**src/rtl/eco32_eth_pkg.sv**
```systemverilog
// Shared constants, ring-bus header layout and RX packet-former state encoding
// for the eco32 ethernet device box.
package eco32_eth_pkg;

   localparam logic [7:0] ETH_OP_WR           = 8'h81;
   localparam logic [7:0] CMD_ADD_RX_BUFF_PTR = 8'h01;
   localparam logic [7:0] CMD_ADD_TX_BUFF_PTR = 8'h02;
   localparam logic [7:0] CMD_GET_STATUS      = 8'h03;

   localparam int HDR_OP_LSB   = 64;
   localparam int HDR_NW_LSB   = 36;
   localparam int HDR_ADDR_LSB = 0;

   typedef enum logic [2:0] {
      ST_IDLE,
      ST_COLLECT,
      ST_FLUSH_HDR,
      ST_FLUSH_DATA,
      ST_DROP,
      ST_EVENT
   } rx_state_e;

   function automatic logic [71:0] mk_hdr(input logic [2:0] last_word, input logic [35:0] addr);
      logic [71:0] h;
      h = '0;
      h[HDR_OP_LSB +: 8]    = ETH_OP_WR;
      h[HDR_NW_LSB +: 4]    = {1'b0, last_word};
      h[HDR_ADDR_LSB +: 36] = addr;
      return h;
   endfunction

endpackage

```
**src/rtl/eco32_eth_rx_packer.sv**
```systemverilog
// 64-byte line buffer: byte-lane writes with enables, one 64-bit word read port,
// and the index of the highest word holding at least one byte.
module eco32_eth_rx_packer (
   input  logic        clk,
   input  logic        rst,
   input  logic        i_clr,
   input  logic        i_wr,
   input  logic [5:0]  i_pos,
   input  logic [7:0]  i_byte,
   input  logic [2:0]  i_rd_word,
   output logic [63:0] o_rd_data,
   output logic [7:0]  o_rd_be,
   output logic [2:0]  o_last_word
);
   logic [7:0][7:0][7:0] r_data;
   logic [7:0][7:0]      r_be;

   always_ff @(posedge clk) begin
      if (rst || i_clr) begin
         r_data <= '0;
         r_be   <= '0;
      end else if (i_wr) begin
         r_data[i_pos[5:3]][i_pos[2:0]] <= i_byte;
         r_be[i_pos[5:3]][i_pos[2:0]]   <= 1'b1;
      end
   end

   assign o_rd_data = r_data[i_rd_word];
   assign o_rd_be   = r_be[i_rd_word];

   always_comb begin
      o_last_word = '0;
      for (int i = 0; i < 8; i++)
         if (|r_be[i]) o_last_word = 3'(i);
   end
endmodule

```
**src/rtl/eco32_sfifo.sv**
```systemverilog
// Small synchronous FIFO; caller must not push when full or pop when empty.
module eco32_sfifo #(
   parameter int W     = 36,
   parameter int DEPTH = 4
) (
   input  logic         clk,
   input  logic         rst,
   input  logic         i_push,
   input  logic [W-1:0] i_data,
   input  logic         i_pop,
   output logic [W-1:0] o_data,
   output logic         o_full,
   output logic         o_empty
);
   localparam int AW = (DEPTH > 1) ? $clog2(DEPTH) : 1;

   logic [DEPTH-1:0][W-1:0] r_mem;
   logic [AW-1:0]           r_wp, r_rp;
   logic [AW:0]             r_cnt;

   always_ff @(posedge clk) begin
      if (rst) begin
         r_wp  <= '0;
         r_rp  <= '0;
         r_cnt <= '0;
      end else begin
         if (i_push) begin
            r_mem[r_wp] <= i_data;
            r_wp        <= r_wp + 1'b1;
         end
         if (i_pop)
            r_rp <= r_rp + 1'b1;
         case ({i_push, i_pop})
            2'b10:   r_cnt <= r_cnt + 1'b1;
            2'b01:   r_cnt <= r_cnt - 1'b1;
            default: r_cnt <= r_cnt;
         endcase
      end
   end

   assign o_data  = r_mem[r_rp];
   assign o_full  = (r_cnt == (AW+1)'(DEPTH));
   assign o_empty = (r_cnt == '0);
endmodule

```
**src/rtl/eco32_ethernet_rx_pktform.sv**
```systemverilog
// RX packet former: packs received bytes into 64-byte lines, writes them to
// host RX buffers as ring-bus write packets and posts one completion per frame.
module eco32_ethernet_rx_pktform
   import eco32_eth_pkg::*;
#(
   parameter int PTR_FIFO_DEPTH = 4,
   parameter int MAX_LEN        = 1536
) (
   input  logic        clk,
   input  logic        rst,
   input  logic        i_stb,
   input  logic [7:0]  i_data,
   input  logic        i_eof,
   input  logic        i_err,
   output logic        i_ack,
   input  logic        ptr_stb,
   input  logic [35:0] ptr_data,
   output logic        ptr_ack,
   output logic        dl_stb,
   output logic        dl_sof,
   output logic [71:0] dl_data,
   input  logic [1:0]  dl_af,
   output logic        ev_stb,
   output logic [35:0] ev_ptr,
   output logic [15:0] ev_len,
   output logic        ev_err,
   output logic        ev_ovf,
   input  logic        ev_ack
);
   rx_state_e   r_state, w_nxt_state;
   logic [35:0] r_cur_ptr;
   logic [15:0] r_cnt;
   logic        r_last, r_err, r_ovf;
   logic [2:0]  r_word;
   logic        r_dl_stb, r_dl_sof, r_ev_stb;
   logic [71:0] r_dl_data;

   logic        w_fifo_full, w_fifo_empty, w_pop;
   logic [35:0] w_fifo_dout;
   logic        w_ack, w_wr, w_clr, w_dl_stb, w_dl_sof, w_ev_stb;
   logic [71:0] w_dl_data;
   logic [63:0] w_rd_data;
   logic [7:0]  w_rd_be;
   logic [2:0]  w_last_word;
   logic [15:0] w_cnt_m1;
   logic [35:0] w_hdr_addr;
   logic        w_unused;

   assign ptr_ack = ptr_stb && !w_fifo_full;

   eco32_sfifo #(.W(36), .DEPTH(PTR_FIFO_DEPTH)) u_ptr_fifo (
      .clk(clk), .rst(rst), .i_push(ptr_ack), .i_data(ptr_data), .i_pop(w_pop),
      .o_data(w_fifo_dout), .o_full(w_fifo_full), .o_empty(w_fifo_empty)
   );

   eco32_eth_rx_packer u_packer (
      .clk(clk), .rst(rst), .i_clr(w_clr), .i_wr(w_wr), .i_pos(r_cnt[5:0]), .i_byte(i_data),
      .i_rd_word(r_word), .o_rd_data(w_rd_data), .o_rd_be(w_rd_be), .o_last_word(w_last_word)
   );

   // r_cnt already counts the byte that closed the line, so the line index is (cnt-1)/64.
   assign w_cnt_m1   = r_cnt - 16'd1;
   assign w_hdr_addr = {r_cur_ptr[35:6], 6'b0} + {20'b0, w_cnt_m1[15:6], 6'b0};
   assign w_unused   = ^{dl_af[1], w_cnt_m1[5:0]};

   always_comb begin
      w_nxt_state = r_state;
      w_pop       = 1'b0;
      w_ack       = 1'b0;
      w_wr        = 1'b0;
      w_clr       = 1'b0;
      w_dl_stb    = 1'b0;
      w_dl_sof    = 1'b0;
      w_dl_data   = '0;
      w_ev_stb    = 1'b0;
      case (r_state)
         ST_IDLE: begin
            w_clr = 1'b1;
            if (!w_fifo_empty) begin
               w_pop       = 1'b1;
               w_nxt_state = ST_COLLECT;
            end
         end
         ST_COLLECT: begin
            w_ack = i_stb;
            w_wr  = i_stb;
            if (i_stb && (i_eof || r_cnt[5:0] == 6'd63))
               w_nxt_state = ST_FLUSH_HDR;
         end
         ST_FLUSH_HDR: begin
            if (!dl_af[0]) begin
               w_dl_stb    = 1'b1;
               w_dl_sof    = 1'b1;
               w_dl_data   = mk_hdr(w_last_word, w_hdr_addr);
               w_nxt_state = ST_FLUSH_DATA;
            end
         end
         ST_FLUSH_DATA: begin
            w_dl_stb  = 1'b1;
            w_dl_data = {w_rd_be, w_rd_data};
            if (r_word == w_last_word) begin
               w_clr = 1'b1;
               if (r_last)
                  w_nxt_state = ST_EVENT;
               else if (r_cnt == 16'(MAX_LEN))
                  w_nxt_state = ST_DROP;
               else
                  w_nxt_state = ST_COLLECT;
            end
         end
         ST_DROP: begin
            w_ack = i_stb;
            if (i_stb && i_eof)
               w_nxt_state = ST_EVENT;
         end
         ST_EVENT: begin
            w_ev_stb = 1'b1;
            if (r_ev_stb && ev_ack) begin
               w_ev_stb    = 1'b0;
               w_nxt_state = ST_IDLE;
            end
         end
         default: w_nxt_state = ST_IDLE;
      endcase
   end

   always_ff @(posedge clk) begin
      if (rst) begin
         r_state   <= ST_IDLE;
         r_cur_ptr <= '0;
         r_cnt     <= '0;
         r_last    <= 1'b0;
         r_err     <= 1'b0;
         r_ovf     <= 1'b0;
         r_word    <= '0;
         r_dl_stb  <= 1'b0;
         r_dl_sof  <= 1'b0;
         r_dl_data <= '0;
         r_ev_stb  <= 1'b0;
      end else begin
         r_state   <= w_nxt_state;
         r_dl_stb  <= w_dl_stb;
         r_dl_sof  <= w_dl_sof;
         r_dl_data <= w_dl_data;
         r_ev_stb  <= w_ev_stb;
         if (w_pop) begin
            r_cur_ptr <= w_fifo_dout;
            r_cnt     <= '0;
            r_last    <= 1'b0;
            r_err     <= 1'b0;
            r_ovf     <= 1'b0;
         end
         if (w_wr)
            r_cnt <= r_cnt + 16'd1;
         if (r_state == ST_COLLECT && i_stb && i_eof) begin
            r_last <= 1'b1;
            r_err  <= i_err;
         end
         if (r_state == ST_DROP && i_stb && i_eof) begin
            r_err <= i_err;
            r_ovf <= 1'b1;
         end
         if (r_state == ST_FLUSH_HDR)
            r_word <= '0;
         else if (r_state == ST_FLUSH_DATA)
            r_word <= r_word + 3'd1;
      end
   end

   assign i_ack   = w_ack;
   assign dl_stb  = r_dl_stb;
   assign dl_sof  = r_dl_sof;
   assign dl_data = r_dl_data;
   assign ev_stb  = r_ev_stb;
   assign ev_ptr  = r_cur_ptr;
   assign ev_len  = r_cnt;
   assign ev_err  = r_err;
   assign ev_ovf  = r_ovf;
endmodule

```
**config.mk**
```make
export PLATFORM = sky130hd
export DESIGN_NAME = eco32_ethernet_rx_pktform
export DESIGN_NICKNAME = d
export VERILOG_FILES = /design/src/rtl/eco32_eth_pkg.sv /design/src/rtl/eco32_eth_rx_packer.sv /design/src/rtl/eco32_sfifo.sv /design/src/rtl/eco32_ethernet_rx_pktform.sv
export SDC_FILE = /design/constraint.sdc
export NUM_CORES = 2
export LEC_CHECK = 0
export ABC_AREA = 0
export CORE_UTILIZATION = 50
export CTS_CLUSTER_DIAMETER = 150
export DETAILED_ROUTE_END_ITERATION = 16
export PLACE_DENSITY_LB_ADDON = 0.12
export SLEW_MARGIN = 0
export SYNTH_ARGS = -nofsm -noshare
export SYNTH_HDL_FRONTEND = slang
export SYNTH_SLANG_ARGS = --single-unit
```
**constraint.sdc**
```tcl
create_clock -name clk -period 4.65 [get_ports clk]
set_input_delay 0.93 -clock clk [delete_from_list [all_inputs] [get_ports clk]]
set_output_delay 0.93 -clock clk [all_outputs]
set_load 0.01 [all_outputs]
```
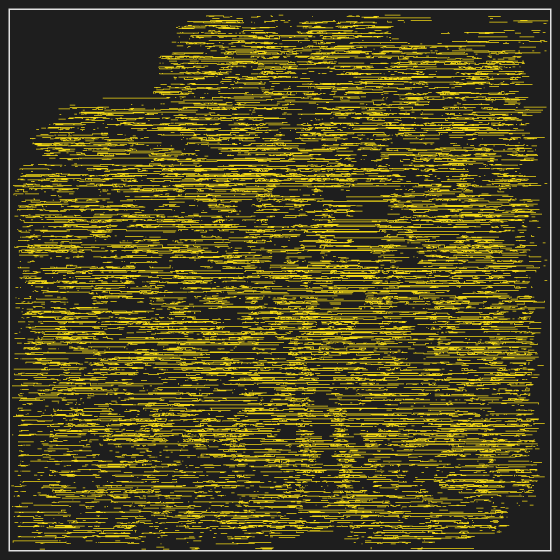
Figure 1: the metal 1 layer.
- longest straight run: 81.9 um
- main direction: horizontal
- share of all routed wire: 43%

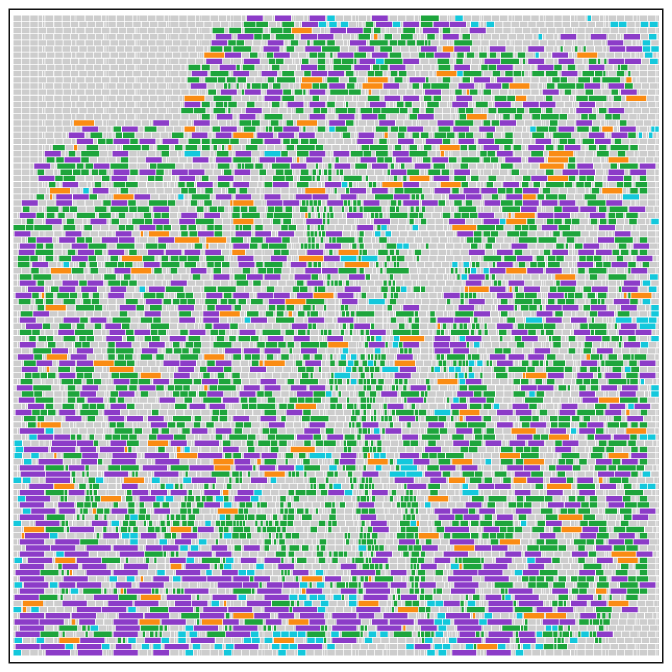
Figure 2: cell classes on the final placement.
Fill, decap, tap and diode cells in gray.
- purple: flip-flops (cells 863)
- cyan: other buffers and delay cells (cells 270)
- green: all other logic (cells 2,115)
- orange: clock drivers and dummy loads (cells 170)
flop share of the area: 40.5%
row cnt: 104
final instance area: 46,200 um^2
final design utilization: 57.3%

==> results_slide.txt <==
Synthesis and Place & Route Summary

Pwr
  – Comb power frac: between 20% and 30%
  – Comb group: between 0.004 and 0.005 W
  – P_int: 0.0137 W
  – Biggest consumer: registers
  – Peak supply drop: around 620 uV

Timing
  – Setup violators final: 0
  – Hold Vio Cnt, Final: 0
  – Slew at the pin with the worst max-slew slack: roughly 1.3 ns
  – Fin worst setup slack: about 0.59 ns

Synth
  – Yosys cell types: 69
  – Synth warn: 0
  – Asr flop ratio synth: 0%
  – Synth Seq Share: roughly 46%
  – Area leader share: between 30% and 40%
  – Top cells by count, synth: dfxtp_1 (719), mux2i_1 (569), clkbuf_1 (323)
  – Top non-seq family: multiplexers
  – Post-Syn Instances: approximately 3,400
  – Aoi share: between 15 and 20%

Route
  – Routed WL per cell: about 26 um
  – Drt initial violations: between 2,000 and 2,500
  – Top routing layer in use: met4
  – DRC Markers: 19

Global route
  – Grt total ovfl: 0
  – Total GRT Usage: roughly 28%
  – First-pass GRT wire length: ~180,000 um
  – Pin count of the biggest net entering global routing: 188

Critical path
  – Critical path peak fanout: 9
  – Worst reg-to-reg path cell count: 13
  – R2R Setup Slk: just under 0.6 ns

Die
  – Die ar.: 82,900 um^2
  – Ports: between 150 and 200
  – Die height: ~290 um

Min path
  – Hold Path Sink: ev_ptr[3]
  – Min-Delay Path Class: register to register

Run
  – Tool Warnings: roughly 48

Clock tree
  – Post_cts resized: 0
  – Worst-Skew Late Latency: between 0.6 and 0.7 ns
  – H-tree depth: 3

Run status
  – Status: finished, violations left
  – Violated checks: design-rule violations

Final layout
  – Final std cells w/o fill: roughly 4,500
  – Layout Nets: about 3,400

Place
  – Dpl hpwl: slightly above 70,000 um
  – I/O Buffers: 182
  – Placed cell area: ~43,000 um^2
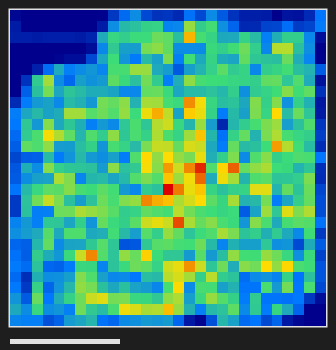
Figure 3: routed metal per tile.
Scale bar: 100 um. The die is cut into 29 by 29 equal tiles; dark blue is low, red is high, scaled to the fullest tile. Values are wire area over tile area, all layers added.
- densest ninth of the die: center
- mean over tiles: 0.22
- emptiest ninth of the die: north-west
- tiles over half the peak: 33%
- nearly empty tiles: 4.9%
- fullest tile: 0.54

worst max-delay path, stage by stage, from the launching register on:
cell and delay, ns:
dfxtp_1 0.31, or3_1 0.54, or4_1 0.55, or2_2 0.37, nor4_1 0.23, xor2_1 0.15
ha_1 0.27, nor4_1 0.24, o21ai_0 0.24, a311oi_1 0.36, buf_4 0.23, nor3b_1 0.07
xnor2_1 0.23, o22ai_1 0.11
area by class of cell:
type                       instances  area, um^2
fill                            6583       34400
timing repair buffer             270        2670
clock inverter                    40         592
tap                             1060        1330
antenna                            2        5.00
clock buffer                     130        2580
sequential                       863       18700
inverter                          45         169
multi-input combinational       2070       20200
Power and IR drop assume default switching activity.
